## config.mk

```make
export PLATFORM = sky130hd
export DESIGN_NAME = writeback_queue
export DESIGN_NICKNAME = d
export VERILOG_FILES = /design/src/rtl/wb_pkg.sv /design/src/rtl/wb_fwd_match.sv /design/src/rtl/writeback_queue.sv
export SDC_FILE = /design/constraint.sdc
export NUM_CORES = 1
export LEC_CHECK = 0
export CORE_AREA = 2 2 128 130
export DETAILED_ROUTE_END_ITERATION = 10
export DIE_AREA = 0 0 130 132
export HOLD_SLACK_MARGIN = 0.05
export MAX_ROUTING_LAYER = met4
export SLEW_MARGIN = 20
export SYNTH_ARGS = -nofsm -noshare
export SYNTH_HDL_FRONTEND = slang
export SYNTH_SLANG_ARGS = --single-unit
```

## constraint.sdc

```tcl
create_clock -name CLK -period 4.75 [get_ports CLK]
set_clock_uncertainty 0.15 [all_clocks]
set_input_delay 0.95 -clock CLK [delete_from_list [all_inputs] [get_ports CLK]]
set_output_delay 0.95 -clock CLK [all_outputs]
set_load 0.05 [all_outputs]
```

## src/rtl/wb_pkg.sv

```systemverilog
// Shared defaults and entry layout for the writeback queue and its forwarding logic.
package wb_pkg;

  localparam int WB_DATA_W = 16;
  localparam int WB_ADDR_W = 4;
  localparam int WB_DEPTH  = 4;

  typedef struct packed {
    logic [WB_ADDR_W-1:0] rd;
    logic [WB_DATA_W-1:0] data;
  } wb_entry_t;

endpackage

```

## src/rtl/wb_fwd_match.sv

```systemverilog
// Youngest-match lookup of one register read index against the occupied queue entries.
module wb_fwd_match
  import wb_pkg::*;
#(
  parameter int DATA_W = WB_DATA_W,
  parameter int ADDR_W = WB_ADDR_W,
  parameter int DEPTH  = WB_DEPTH
) (
  input  logic [ADDR_W-1:0]         rs,
  input  logic [ADDR_W-1:0]         rd_mem   [DEPTH],
  input  logic [DATA_W-1:0]         data_mem [DEPTH],
  input  logic [$clog2(DEPTH)-1:0]  head,
  input  logic [$clog2(DEPTH):0]    count,
  output logic                      hit,
  output logic [DATA_W-1:0]         data
);

  localparam int PTR_W = $clog2(DEPTH);
  localparam logic [ADDR_W-1:0] RD_ZERO   = {ADDR_W{1'b0}};
  localparam logic [DATA_W-1:0] DATA_ZERO = {DATA_W{1'b0}};

  // Walk oldest to youngest so the last match, the youngest write, wins.
  always_comb begin
    logic [PTR_W-1:0] idx;
    hit  = 1'b0;
    data = DATA_ZERO;
    idx  = head;
    for (int i = 0; i < DEPTH; i++) begin
      idx = head + PTR_W'(i);
      if (((PTR_W + 1)'(i) < count) && (rs != RD_ZERO) && (rd_mem[idx] == rs)) begin
        hit  = 1'b1;
        data = data_mem[idx];
      end else begin
        hit  = hit;
        data = data;
      end
    end
  end

endmodule

```

## src/rtl/writeback_queue.sv

```systemverilog
// Circular FIFO of pending register-file writes with in-order drain and read-port forwarding.
module writeback_queue
  import wb_pkg::*;
#(
  parameter int DATA_W = WB_DATA_W,
  parameter int ADDR_W = WB_ADDR_W,
  parameter int DEPTH  = WB_DEPTH
) (
  input  logic                     CLK,
  input  logic                     RESETn,
  input  logic                     inValid,
  output logic                     inReady,
  input  logic [ADDR_W-1:0]        inRd,
  input  logic [DATA_W-1:0]        inData,
  input  logic                     hold,
  output logic                     regWrite,
  output logic [ADDR_W-1:0]        rd,
  output logic [DATA_W-1:0]        dataWrite,
  input  logic [ADDR_W-1:0]        rs0,
  input  logic [ADDR_W-1:0]        rs1,
  output logic                     fwdHit0,
  output logic                     fwdHit1,
  output logic [DATA_W-1:0]        fwdData0,
  output logic [DATA_W-1:0]        fwdData1,
  output logic [$clog2(DEPTH):0]   count
);

  // DEPTH is a power of two, so pointers wrap by plain overflow.
  localparam int PTR_W = $clog2(DEPTH);
  localparam logic [PTR_W-1:0]  PTR_ZERO  = {PTR_W{1'b0}};
  localparam logic [PTR_W-1:0]  PTR_ONE   = PTR_W'(1);
  localparam logic [PTR_W:0]    CNT_ZERO  = {(PTR_W + 1){1'b0}};
  localparam logic [PTR_W:0]    CNT_ONE   = (PTR_W + 1)'(1);
  localparam logic [PTR_W:0]    CNT_FULL  = (PTR_W + 1)'(DEPTH);
  localparam logic [ADDR_W-1:0] RD_ZERO   = {ADDR_W{1'b0}};
  localparam logic [DATA_W-1:0] DATA_ZERO = {DATA_W{1'b0}};

  logic [ADDR_W-1:0] rd_mem_r   [DEPTH];
  logic [DATA_W-1:0] data_mem_r [DEPTH];
  logic [PTR_W-1:0]  head_r;
  logic [PTR_W-1:0]  tail_r;
  logic [PTR_W:0]    count_r;
  logic              empty_s;
  logic              push_s;
  logic              pop_s;

  // Handshake, drain port and push/pop decisions, all from registered state.
  always_comb begin
    empty_s  = (count_r == CNT_ZERO);
    inReady  = (count_r < CNT_FULL);
    regWrite = !empty_s && !hold;
    count    = count_r;
    if (empty_s) begin
      rd        = RD_ZERO;
      dataWrite = DATA_ZERO;
    end else begin
      rd        = rd_mem_r[head_r];
      dataWrite = data_mem_r[head_r];
    end
    // Writes to register 0 complete the handshake but are dropped.
    push_s = inValid && inReady && (inRd != RD_ZERO);
    pop_s  = regWrite;
  end

  // Entry storage; unoccupied slots are never visible, so no reset is needed.
  always_ff @(posedge CLK) begin
    if (push_s) begin
      rd_mem_r[tail_r]   <= inRd;
      data_mem_r[tail_r] <= inData;
    end
  end

  // Head/tail pointers and occupancy.
  always_ff @(posedge CLK or negedge RESETn) begin
    if (!RESETn) begin
      head_r  <= PTR_ZERO;
      tail_r  <= PTR_ZERO;
      count_r <= CNT_ZERO;
    end else begin
      if (push_s) begin
        tail_r <= tail_r + PTR_ONE;
      end
      if (pop_s) begin
        head_r <= head_r + PTR_ONE;
      end
      case ({push_s, pop_s})
        2'b10:   count_r <= count_r + CNT_ONE;
        2'b01:   count_r <= count_r - CNT_ONE;
        default: count_r <= count_r;
      endcase
    end
  end

  wb_fwd_match #(.DATA_W(DATA_W), .ADDR_W(ADDR_W), .DEPTH(DEPTH)) u_fwd0 (
    .rs       (rs0),
    .rd_mem   (rd_mem_r),
    .data_mem (data_mem_r),
    .head     (head_r),
    .count    (count_r),
    .hit      (fwdHit0),
    .data     (fwdData0)
  );

  wb_fwd_match #(.DATA_W(DATA_W), .ADDR_W(ADDR_W), .DEPTH(DEPTH)) u_fwd1 (
    .rs       (rs1),
    .rd_mem   (rd_mem_r),
    .data_mem (data_mem_r),
    .head     (head_r),
    .count    (count_r),
    .hit      (fwdHit1),
    .data     (fwdData1)
  );

endmodule

```

Run 1, cell classes on the final placement:
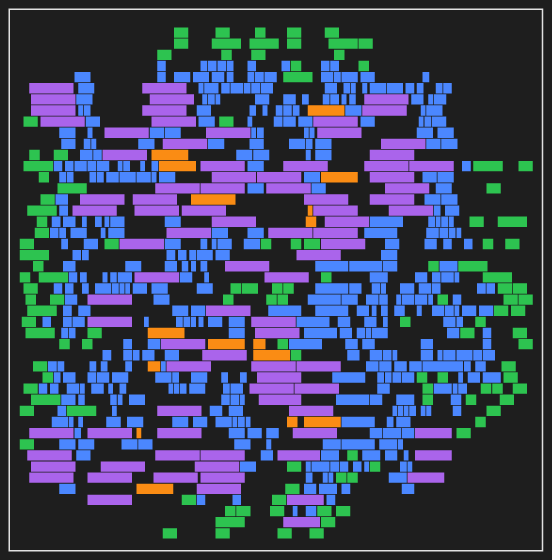
legend:
  green:
    class: remaining buffers and delay cells
    cells: 119
    share_of_their_area: 17%
  purple:
    class: registers
    cells: 87
    share_of_their_area: 34%
  blue:
    class: remaining logic cells
    cells: 425
    share_of_their_area: 45%
  orange:
    class: clock drivers and dummy loads
    cells: 16
    share_of_their_area: 3.9%

Run 1, cell sizes after repair:
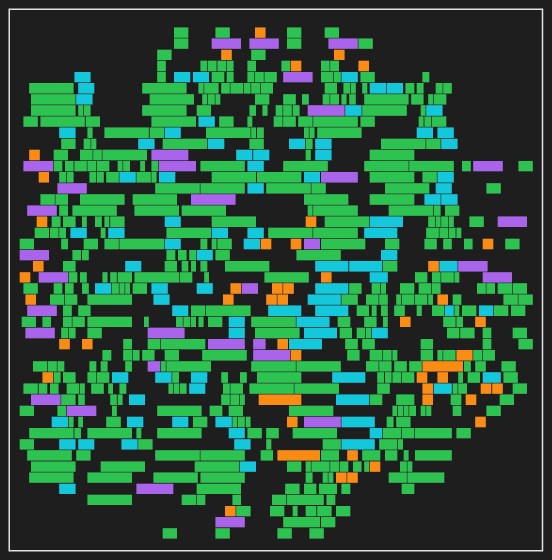
legend:
  orange:
    size: x3 and x4
    cells: 49
    share: 7.6%
    most_used: buf_4
  purple:
    size: x6 and larger
    cells: 32
    share: 4.9%
    most_used: buf_12
  green:
    size: x1 and smaller
    cells: 478
    share: 74%
    most_used: edfxtp_1
  cyan:
    size: x2
    cells: 88
    share: 14%
    most_used: mux2_2

==> deck_impl_summary.md, run 1 <==
Physical Implementation Snapshot

Status
  • Status: finished clean

Floorplan
  • Die Ht: 132 um
  • Fp util: around two fifths
  • Core area: approximately 16000 um2
  • Chip area: 17200 um2
  • I/O pin count: between 90 and 100
  • # Taps: between 200 and 250
  • Die span in x: between 100 and 150 um

Clock tree
  • Clock buffer depth: 2
  • Num CTS Buffers: 9
  • CTS tree: yes
  • Cts hold-fix bufs: 0
  • CTS root buf: clkbuf_16
  • Htree depth: 3
  • Sink Count: roughly 87
  • Clock transition at the registers of the reported paths: around 0.060 ns
  • Insertion delay to the later sink of the worst-skew pair: ~0.34 ns

Critical path
  • Crit-path cells: clkdlybuf4s50_1, buf_4, or3_1, a21oi_1, and4_1, a221oi_1, o22ai_1, buf_4
  • Crit. End Element: output port
  • FF-to-FF Start: count[0]$_DFFE_PN0P_
  • CP Launch Type: primary input
  • Stages on worst setup path: 8
  • Reg2Reg Depth: 8
  • Critical Path RT: between 3 and 4 ns
  • Max FO, Critical Path: 16
  • Critical Path Source: rs1[1]
  • CP most frequent cell: buf_4
  • WS Path Type: in2out
  • Worst Path Arrival: 3.56 ns
  • Critical Path Max Stage Delay: around 0.84 ns
  • Worst Path Buf+Inv: 3
  • RR Endpoint: count[2]$_DFFE_PN0P_
  • Top Family by Delay on Critical Path: simple AND/OR/NAND/NOR gates
  • Critical path's slowest cell: and4_1
  • CP Capture Point: fwdData1[8]

Flow run
  • Max Cap Violations: 0
  • Tool warnings: 32

Logic synthesis
  • Syn_area_per_cell: 11.0 um2
  • # Cells Yosys: 562
  • Syn_nets: between 600 and 700
  • Area contributors post-synth: edfxtp_1, mux2_2, mux2i_1
  • XOR/XNOR share of the synthesized area: under 10%
  • Yosys chip area: 6170 um2
  • Top cell type by total area after synthesis: edfxtp_1
  • Largest logic family: multiplexers
  • Most common reg cell: edfxtp_1
  • Register area share after synthesis: a little over two fifths
  • Cell Type Count: approximately 43
  • Syn Inst Count: 562
  • Synth Cell Area: between 6000 and 7000 um2
  • Synth async-reset ratio: just over 8%
  • #FFs+latches synth: around 87
  • Mux share of post-synthesis cell area: between 20% and 30%
  • EDFF count, synth: about 80
  • Top-area cell share: roughly two fifths
  • Number of synthesis warnings: 0
  • Simple share: 9.03%
  • Adder Share, Synth: 1.83%

Cells and area
  • Finished Layout Cells: between 800 and 900
  • Fin area: 7800 um2
  • Count of non-CTS buffers in the layout: about 120
  • Non-clock buffering overhead: 16.2%
  • Most instantiated logic cell after routing: edfxtp_1
  • Combinational share of cell area: 43.1%
  • Antenna Cells: 0
  • Flops: a little under 90
  • Mi-comb count: approximately 420
  • CLK BUF: 9
  • Top cell category: multi-input combinational cells
  • Share of layout cells above drive strength 1: between 20% and 30%
  • Seq area share: 33.1%
  • Comb gate area: 3360 um2
  • Area Overhead vs Synth: 26.5%
  • Fillers: 1415
  • Net count, final: slightly below 700
  • Final Util: just under 50%
  • Top Layout Cells: edfxtp_1, mux2_2, nor2_1
  • Non-clk invs: 7
  • Clock-cell share of area: under 10%
  • FF/Latch Area: 2580 um2

Placement
  • DP HPWL: between 10000 and 15000 um
  • Pre-CTS setup slack: between 0.2 and 0.25 ns
  • GPL Wtd Cong: 0.857
  • Placed insts: between 800 and 900
  • IO buf count: about 90
  • Area of placed instances: about 7500 um2

Min path
  • Hold Crit Class: reg2reg

Final timing
  • Slew at the pin with the worst max-slew slack: approximately 0.93 ns
  • Hold Slack: between 0.4 and 0.5 ns
  • Post-route setup slack: 0.0882 ns
  • Final setup fails: 0
  • Max frequency: ~210 MHz
  • Min Tclk post-route: 4.66 ns
  • Cycle use final: 98.1%
  • Total Neg Setup Slack: 0 ns
  • Fin. max-slew vios: 0
  • Rel. slew slack: a little under two fifths
  • Final hold vios: 0

Global route
  • GRT overflow: 0
  • Antenna violations before repair: 0
  • Vias in the first global route: about 5000
  • All-Layer GR Usage: 20.9%
  • Largest net degree at the start of global routing: 63

Detailed routing
  • Wirelength, routed: 17400 um
  • DR vias: ~5000
  • First DRT Iteration DRCs: approximately 390
  • ANT nets after route: 0
  • Drt pass-1 iters: 5
  • Avg WL per Cell: 20.1 um
  • Via density per instance: around 6
Run 1, wire density map:
Bar = 50 um. 26 x 26 tiles, from dark blue (low) to red (high), scaled to the fullest tile. Values are wire area over tile area, all layers added.
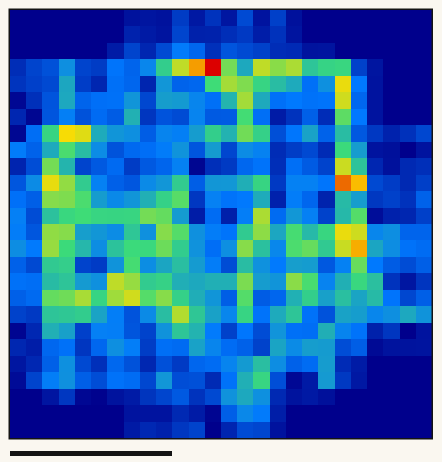
fullest tile: 0.70
nearly empty tiles: 17%
densest ninth of the die: left middle
mean over tiles: 0.16
tiles over half the peak: 9.6%

run 1: timing repair:
action,in CTS,in global routing
gates resized,0,3
endpoints found under the setup margin,0,18
setup buffers,0,0
endpoints found under the hold margin,0,0
run 1: worst min path at each step:
stage	from	to	slack, ns	depth (start not counted)
after global routing	count[1]$_DFFE_PN0P_	count[1]$_DFFE_PN0P_	0.51	2
after global placement	count[1]$_DFFE_PN0P_	count[1]$_DFFE_PN0P_	0.44	2
after detailed placement	count[1]$_DFFE_PN0P_	count[1]$_DFFE_PN0P_	0.45	2
final	count[1]$_DFFE_PN0P_	count[1]$_DFFE_PN0P_	0.47	2
after floorplan	tail_r[1]$_DFFE_PN0P_	tail_r[1]$_DFFE_PN0P_	0.43	2
after CTS	count[1]$_DFFE_PN0P_	count[1]$_DFFE_PN0P_	0.46	2
run 1: synth_stat cells (5+ instances only):
cell type	number
mux2_2	66
inv_1	7
a221oi_1	32
and3_1	5
and2_1	5
dfrtp_1	7
xnor2_1	19
ha_1	9
nand2_1	10
xor2_1	11
nor2_1	58
mux4_2	15
nor2b_1	21
o22ai_1	33
a21oi_1	33
mux2i_1	37
clkbuf_1	37
o21ai_0	36
edfxtp_1	80
buf_2	5
run 1: registers in the layout, summed over array words and instances (netlist names):
signal,count
data_mem_r,64
rd_mem_r,16
count,3
head_r,2
tail_r,2
run 1: kinds of logic after synthesis:
group,Yosys count
AOI/OAI and AO/OA,146
muxes,118
and+or+nand+nor,115
DFF,87
buffers and inverters,57
xor gates and xnor gates,30
adders and majority gates,9
run 1: layer usage:
metal | global-route usage [%] | up-vias | wire length [um]
met5 | - | - | 0
met4 | 6.81 | 0 | 314
met3 | 3.13 | 23 | 1040
met2 | 32.7 | 218 | 8150
met1 | 27.8 | 2479 | 7850
li1 | - | 2329 | -
Run 1, cell area per tile:
Bar = 50 um. 13 x 13 tiles, from dark blue (low) to red (high), 0 to 100% covered.
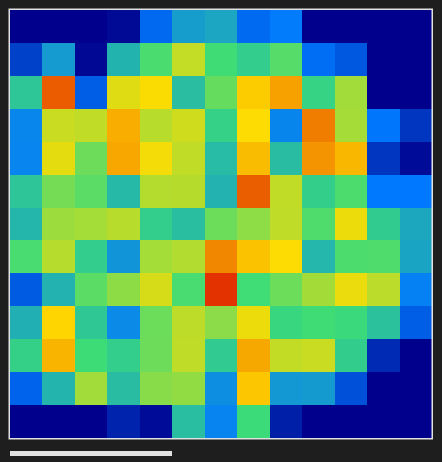

--- run 2 (diff from run 1) ---
--- a/config.mk
+++ b/config.mk
@@ -5,9 +5,9 @@
 export SDC_FILE = /design/constraint.sdc
 export NUM_CORES = 1
 export LEC_CHECK = 0
-export CORE_AREA = 2 2 128 130
+export CORE_AREA = 4 4 130 132
 export DETAILED_ROUTE_END_ITERATION = 10
-export DIE_AREA = 0 0 130 132
+export DIE_AREA = 0 0 134 136
 export HOLD_SLACK_MARGIN = 0.05
 export MAX_ROUTING_LAYER = met4
 export SLEW_MARGIN = 20
Run 2, cell area per tile:
Bar = 50 um. 13 x 14 tiles, from dark blue (low) to red (high), 0 to 100% covered.
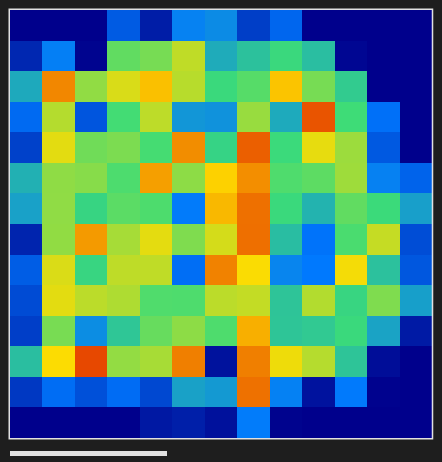
tiles over 75% full: 10%
densest ninth of the die: middle
fullest tile: 92%
mean over tiles: 41%
nearly empty tiles: 15%

==> run 2 against run 1 <==
Effect of this change:
- first-iteration DRC count shrank 26%
- critical path type unchanged
- non-clock buffer count fell by 1
- global-route usage is 1.1 points lower
- synthesized cell count unchanged
- highest routed layer unchanged
==> deck_impl_summary.md, run 2 <==
Physical Implementation Snapshot

Status
  • Status: finished clean

Final timing
  • Cycle use final: 96.6% (-1.6 points)
  • Total Neg Setup Slack: 0 ns (unchanged)
  • Hold Slack: 0.452 ns (-0.0146 ns)
  • Final hold vios: 0 (unchanged)
  • Rel. slew slack: 55.5% (+17 points)
  • Slew at the pin with the worst max-slew slack: 0.667 ns (-0.262 ns)

Critical path
  • WS Path Type: in2out
  • Crit. End Element: output port
  • Reg2Reg Depth: 8 (unchanged)
  • Worst Path Arrival: 3.49 ns (-0.07 ns)
  • CP Launch Type: primary input
  • Max FO, Critical Path: 16 (unchanged)

Cells and area
  • Share of layout cells above drive strength 1: 25.9% (-0.27 points)
  • Top reg by flops: data_mem_r
  • Final Util: 49.3% (-0.32 points)
  • Most instantiated logic cell after routing: edfxtp_1
  • Max reg flops: 64 (unchanged)
  • Net count, final: 682 (-0.15%)

Clock tree
  • Cts hold-fix bufs: 0 (unchanged)
  • Clock buffer depth: 2 (unchanged)
  • CTS root buf: clkbuf_16
  • Sink Count: 87 (unchanged)
  • Num CTS Buffers: 9 (unchanged)
  • Post-cts repair resize count: 0 (unchanged)
  • Htree depth: 3 (unchanged)

Logic synthesis
  • # Cells Yosys: 562 (unchanged)
  • Most common reg cell: edfxtp_1
  • Syn Inst Count: 562 (unchanged)
  • Top-area cell share: 39.0% (unchanged)
  • #FFs+latches synth: 87 (unchanged)
  • Syn_area_per_cell: 11.0 um2 (unchanged)
  • Yosys chip area: 6170 um2 (unchanged)
  • Register area share after synthesis: 41.8% (unchanged)
  • EDFF count, synth: 80 (unchanged)
  • Area contributors post-synth: edfxtp_1, mux2_2, mux2i_1
  • Number of synthesis warnings: 0 (unchanged)
  • Synth async-reset ratio: 8.05% (unchanged)

Placement
  • Area of placed instances: 7490 um2 (-0.10%)
  • DP HPWL: 12000 um (+2.6%)
  • Pre-CTS setup slack: 0.180 ns (-0.0267 ns)
  • Placed insts: 846 (-0.12%)

Floorplan
  • Chip area: 18200 um2 (+6.2%)
  • I/O pin count: 91 (unchanged)
  • Die span in x: 134 um (+3.1%)
  • Die Ht: 136 um (+3.0%)
  • Core area: 15700 um2 (unchanged)

Global route
  • Vias in the first global route: 5061 (+3.8%)
  • Met2 GRT Util: 30.9% (-1.8 points)
  • Antenna violations before repair: 0 (unchanged)

Detailed routing
  • DR vias: 4992 (-1.1%)
  • Via density per instance: 5.79 (-1.0%)
  • Drt pass-1 iters: 5 (unchanged)
  • First DRT Iteration DRCs: 284 (-26%)
  • Wirelength, routed: 17300 um (-0.25%)
  • ANT nets after route: 0 (unchanged)

Min path
  • Hold Crit Depth: 2 (unchanged)
  • Hold Crit Class: reg2reg

Flow run
  • Tool warnings: 32 (unchanged)
Run 2, track usage over the die:
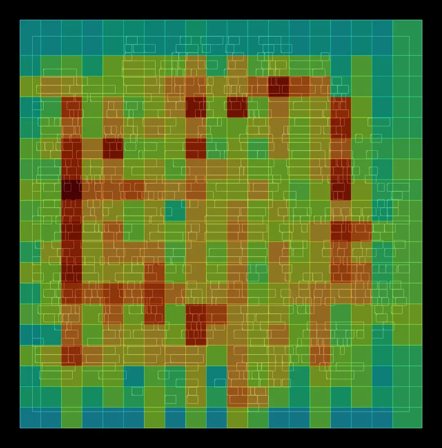
Avg WL per Cell: 20.1 um
met1 Track Usage GR: 25.2%
All-Layer GR Usage: 19.7%
met3 global-route usage: 4.55%

## run 2: cell counts after synthesis
Identical to the previous run, type by type.
## run 2: kinds of logic after synthesis
group,count (synthesis),share of synthesized area [%]
adders and majority gates,9,1.83
and+or+nand+nor,115,9.03
muxes,118,23.5
xor gates and xnor gates,30,4.26
buffers and inverters,57,3.94
AOI/OAI and AO/OA,146,15.6
DFF,87,41.8
## run 2: final timing paths
| check | from | slack, ns | end |
|---|---|---|---|
| min in group asynchronous | RESETn | 0.73 | tail_r[1]$_DFFE_PN0P_ |
| hold reg to reg | count[1]$_DFFE_PN0P_ | 0.45 | count[1]$_DFFE_PN0P_ |
| setup reg to reg | count[0]$_DFFE_PN0P_ | 2.39 | count[2]$_DFFE_PN0P_ |
| max in group asynchronous | RESETn | 3.41 | head_r[1]$_DFFE_PN0P_ |
| setup / recovery | rs1[0] | 0.16 | fwdData1[12] |
| hold / removal | count[1]$_DFFE_PN0P_ | 0.45 | count[1]$_DFFE_PN0P_ |
## run 2: layout make-up
type	count	area [um2]	area share (%)
flip-flops and latches	87	2580	33.3
well taps	216	270	3.49
inverters	7	26.3	0.339
multi-input cells	418	3360	43.3
clock inverters	7	40.0	0.516
clock buffers	9	225	2.90
repair buffers	118	1250	16.1
## run 2: critical path: cells and delay by family
| family | cells | cell delay (ns) |
|---|---|---|
| compound gates | 4 | 0.68 |
| simple gates | 2 | 0.85 |
| buf+inv | 3 | 1.00 |
## run 2: layer usage
layer / wire (um) / share of wire [%]
met1: 7700 / 44
met2: 8050 / 46
met3: 1190 / 6.8
met4: 378 / 2.2
met5: 0 / 0
